[config.mk]
export PLATFORM = sky130hd
export DESIGN_NAME = top
export DESIGN_NICKNAME = d
export VERILOG_FILES = /design/src/rtl/top_pkg.sv /design/src/rtl/top_blink_prescaler.sv /design/src/rtl/top.sv
export SDC_FILE = /design/constraint.sdc
export NUM_CORES = 1
export LEC_CHECK = 0
export CORE_MARGIN = 2
export CORE_UTILIZATION = 40
export CTS_BUF_LIST = sky130_fd_sc_hd__clkbuf_2 sky130_fd_sc_hd__clkbuf_4 sky130_fd_sc_hd__clkbuf_8
export DETAILED_ROUTE_END_ITERATION = 7
export GPL_TIMING_DRIVEN = 0
export PLACE_DENSITY_LB_ADDON = 0.1
export REMOVE_ABC_BUFFERS = 1
export SLEW_MARGIN = 0
export SYNTH_ARGS = -nofsm -noshare
export SYNTH_HDL_FRONTEND = slang
export SYNTH_SLANG_ARGS = --single-unit
[constraint.sdc]
create_clock -name clk -period 1.88 [get_ports clk]
set_clock_uncertainty 0.1 [all_clocks]
set_input_delay 0.47 -clock clk [delete_from_list [all_inputs] [get_ports clk]]
set_output_delay 0.47 -clock clk [all_outputs]
set_load 0.01 [all_outputs]
[src/rtl/top_pkg.sv]
// Shared constants and the half-period calculation for the LED blinker.
package top_pkg;

  localparam int DEFAULT_CLK_FREQ_HZ = 50_000_000;
  localparam int DEFAULT_BLINK_HZ    = 1;
  localparam int PWM_WIDTH           = 8;

  // Clock edges per half blink period, integer-truncated; 0 flags an unusable rate.
  function automatic int half_period_cycles(input int clk_freq_hz, input int blink_hz);
    if (blink_hz <= 0) begin
      return 0;
    end
    return clk_freq_hz / (2 * blink_hz);
  endfunction

endpackage

[src/rtl/top_blink_prescaler.sv]
// Prescaler for the blinker: counts 0..HALF_PERIOD_CYCLES-1 and flags the wrap cycle.
module blink_prescaler #(
  parameter int HALF_PERIOD_CYCLES = 25_000_000
) (
  input  logic clk,
  input  logic rst,
  output logic tick
);

  localparam int CNT_W = (HALF_PERIOD_CYCLES < 1) ? 1 : $clog2(HALF_PERIOD_CYCLES + 1);
  localparam logic [CNT_W-1:0] LAST = CNT_W'(HALF_PERIOD_CYCLES - 1);

  logic [CNT_W-1:0] cnt_reg;

  // Tick is high for the cycle whose closing edge wraps the counter back to 0.
  assign tick = (cnt_reg == LAST);

  always_ff @(posedge clk) begin
    if (rst) begin
      cnt_reg <= '0;
    end else if (tick) begin
      cnt_reg <= '0;
    end else begin
      cnt_reg <= cnt_reg + 1'b1;
    end
  end

endmodule

[src/rtl/top.sv]
// LED blinker top: prescaled 50% square wave on a registered led pin.
// Define TOP_PWM_EN to dim the on-phase with an 8-bit PWM of duty PWM_DUTY/256.
module top
  import top_pkg::*;
#(
  parameter int CLK_FREQ_HZ    = DEFAULT_CLK_FREQ_HZ,
  parameter int BLINK_HZ       = DEFAULT_BLINK_HZ,
  parameter int LED_ACTIVE_LOW = 0,
  parameter int PWM_DUTY       = 64
) (
  input  logic clk,
  input  logic rst,
  output logic led
);

  localparam int HALF_PERIOD_CYCLES = half_period_cycles(CLK_FREQ_HZ, BLINK_HZ);
  localparam logic LED_POL = (LED_ACTIVE_LOW != 0);

  if (BLINK_HZ == 0 || HALF_PERIOD_CYCLES < 1) begin : g_bad_rate
    $error("top: BLINK_HZ must be nonzero and CLK_FREQ_HZ/(2*BLINK_HZ) at least 1");
  end
  if (PWM_DUTY < 0 || PWM_DUTY > 255) begin : g_bad_duty
    $error("top: PWM_DUTY must be in 0..255");
  end

  logic tick;
  logic blink_reg;
  logic blink_next;
  logic led_on_next;

  blink_prescaler #(
    .HALF_PERIOD_CYCLES(HALF_PERIOD_CYCLES)
  ) u_prescaler (
    .clk (clk),
    .rst (rst),
    .tick(tick)
  );

  assign blink_next = blink_reg ^ tick;

`ifdef TOP_PWM_EN
  logic [PWM_WIDTH-1:0] pwm_cnt_reg;
  logic [PWM_WIDTH-1:0] pwm_cnt_next;

  assign pwm_cnt_next = pwm_cnt_reg + 1'b1;
  assign led_on_next  = blink_next & (pwm_cnt_next < PWM_WIDTH'(PWM_DUTY));

  always_ff @(posedge clk) begin
    if (rst) begin
      pwm_cnt_reg <= '0;
    end else begin
      pwm_cnt_reg <= pwm_cnt_next;
    end
  end
`else
  assign led_on_next = blink_next;
`endif

  // led is loaded from next-state values so the pin changes on the toggle edge itself.
  always_ff @(posedge clk) begin
    if (rst) begin
      blink_reg <= 1'b0;
      led       <= LED_POL;
    end else begin
      blink_reg <= blink_next;
      led       <= led_on_next ^ LED_POL;
    end
  end

endmodule

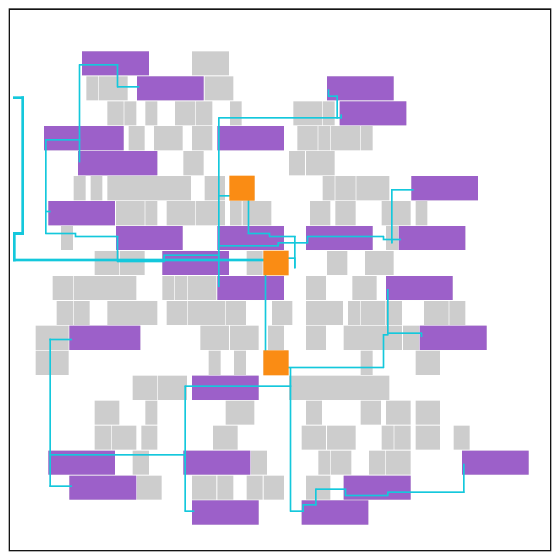
Fig. 1. Routed clock nets over the placement.
[cyan] clock wires | length: 331 µm
[purple] flip-flops | count: 26
[orange] clock-net drivers | count: 3
flops lie	widely spread
Clock group: 385 µW
Insertion Delay late pin: 0.32 ns
Clock Power Share: 39.2%

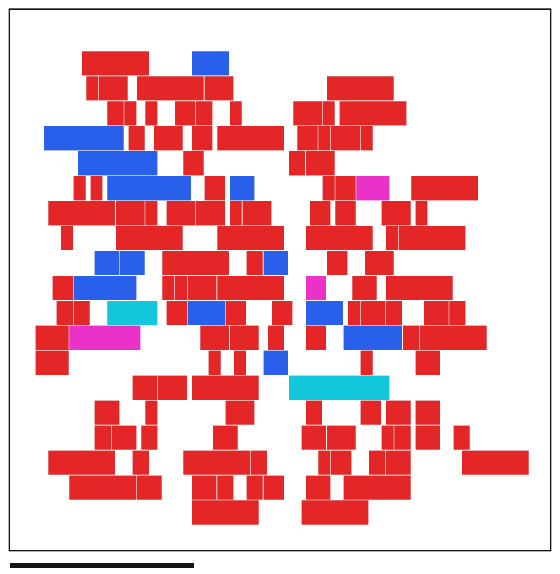
Fig. 2. Cells by drive strength.
The bar under the picture is 20 µm long.
colour	size	cells	share
red	x1 and smaller	121	87%
blue	x3 and x4	13	9.4%
magenta	x2	3	2.2%
cyan	x6 and larger	2	1.4%
Finished Cell Area: 0.00136 mm²
synthesis-to-finish area growth: 13.1%

==> CHANGELOG.md <==
### Implementation results

- Outcome: complete, no violations
- Ys flop type: dfxtp_1
- Resize count post-CTS: 7
- CP top delay family: buffers and inverters
- Tool Warnings: 25
- Post-Syn Area: around 0.0012 mm²
- 1st-iter DRT viols: 22
- Vert. Die Dim: approximately 60 µm
- Syn Inst Count: about 140
- Die Width: 58.9 µm
- Antenna Nets Post-Route: 0
- Dpl ws: -0.202 ns
- RSZ-0062 raised after global routing: false
- Placeable Area: approximately 0.0028 mm²
- Min Tclk post-route: ~1.8 ns
- Vias: around 1000
- Post-synth area hogs: dfxtp_1, xor2_1, nor2_1
- Max Cap Viol: 0
- Pins Over Slew Limit: 0
- Layout Utilization: between 40% and 50%
- Routed len/inst: approximately 14 µm
- Port Buffers: 2
- CTS sink count: 26
- Largest logic family: simple AND/OR/NAND/NOR gates
- Startpoint Class: flip-flop
- Layout cells sized above 1: roughly 13%
- Largest area contributor in the netlist: dfxtp_1
- Total die size: about 0.0035 mm²
- Vias in the first global route: 975
- Register share after synthesis: between 40 and 50%
- Final WL: 2350 µm
- Max-area cell share: 43.2%
- Pre-Place Util: between 40% and 50%
- DP Area: approximately 0.0012 mm²
- Final Cycle Share: a little over nine tenths
- Vias per inst: 5.91
- Multiplexer share: 0%
- Worst Path Required: 1.31 ns
- GRT Overall Usage: between 10% and 20%
- Async set or reset register ratio after synthesis: 0%
- PwrDens: roughly 720 mW/mm²
- CP bufs+invs: 1
- Nets@finish: approximately 140
- Final Setup Violations: 0
[layout by cell type, fill, tap and decap left out, types with 4 or more instances in the layout]
master,count
dfxtp_1,23
nor2_1,17
xor2_1,11
nand4_1,10
a21oi_1,10
nand3_1,8
o31ai_1,8
or4_1,8
nand2_1,5
and3_1,4
[per-stage QoR]
| stage | hold WS (ns) | cells | TNS [ns] |
|---|---|---|---|
| finish | 0.391 | 170 | 0 |
| global route | 0.411 | 170 | 0 |
| CTS | 0.394 | 170 | 0 |
| detailed placement | 0.378 | 164 | -3.06 |
| global placement | 0.369 | 163 | -24.00 |
| floorplan | 0.347 | 130 | -7.35 |
[power breakdown]
group | internal [mW] | switching, mW
clock network | 0.216 | 0.170
logic | 0.0165 | 0.0150
registers | 0.557 | 0.0101
total | 0.789 | 0.195
[final cells by class]
type                            instances  area, µm²
Fill cell                             281       1440
Multi-Input combinational cell        102        683
Sequential cell                        26        529
Timing Repair Buffer                    5       50.0
Tap cell                               31       38.8
Clock inverter                          1       30.0
Clock buffer                            3       22.5
Inverter                                2       7.51
[final timing paths]
| check | end | slack (ns) | depth (start not counted) |
|---|---|---|---|
| setup / recovery | led | 0.1 | 1 |
| hold / removal | u_prescaler.cnt_reg[0]$_SDFF_PP0_ | 0.39 | 1 |
| setup reg to reg | u_prescaler.cnt_reg[23]$_SDFF_PP0_ | 0.12 | 4 |
| hold reg to reg | u_prescaler.cnt_reg[0]$_SDFF_PP0_ | 0.39 | 1 |
[layer usage]
| metal | GRT usage [%] | up-vias | share of wire [%] |
|---|---|---|---|
| met2 | 25.1 | 9 | 46 |
| li1 | - | 511 | - |
| met3 | 3.30 | 2 | 2.3 |
| met1 | 22.8 | 482 | 51 |
| met5 | 0 | - | 0 |
| met4 | 5.84 | 0 | 0.77 |
Power figures rest on the tool's default switching activity, not on a simulated workload.
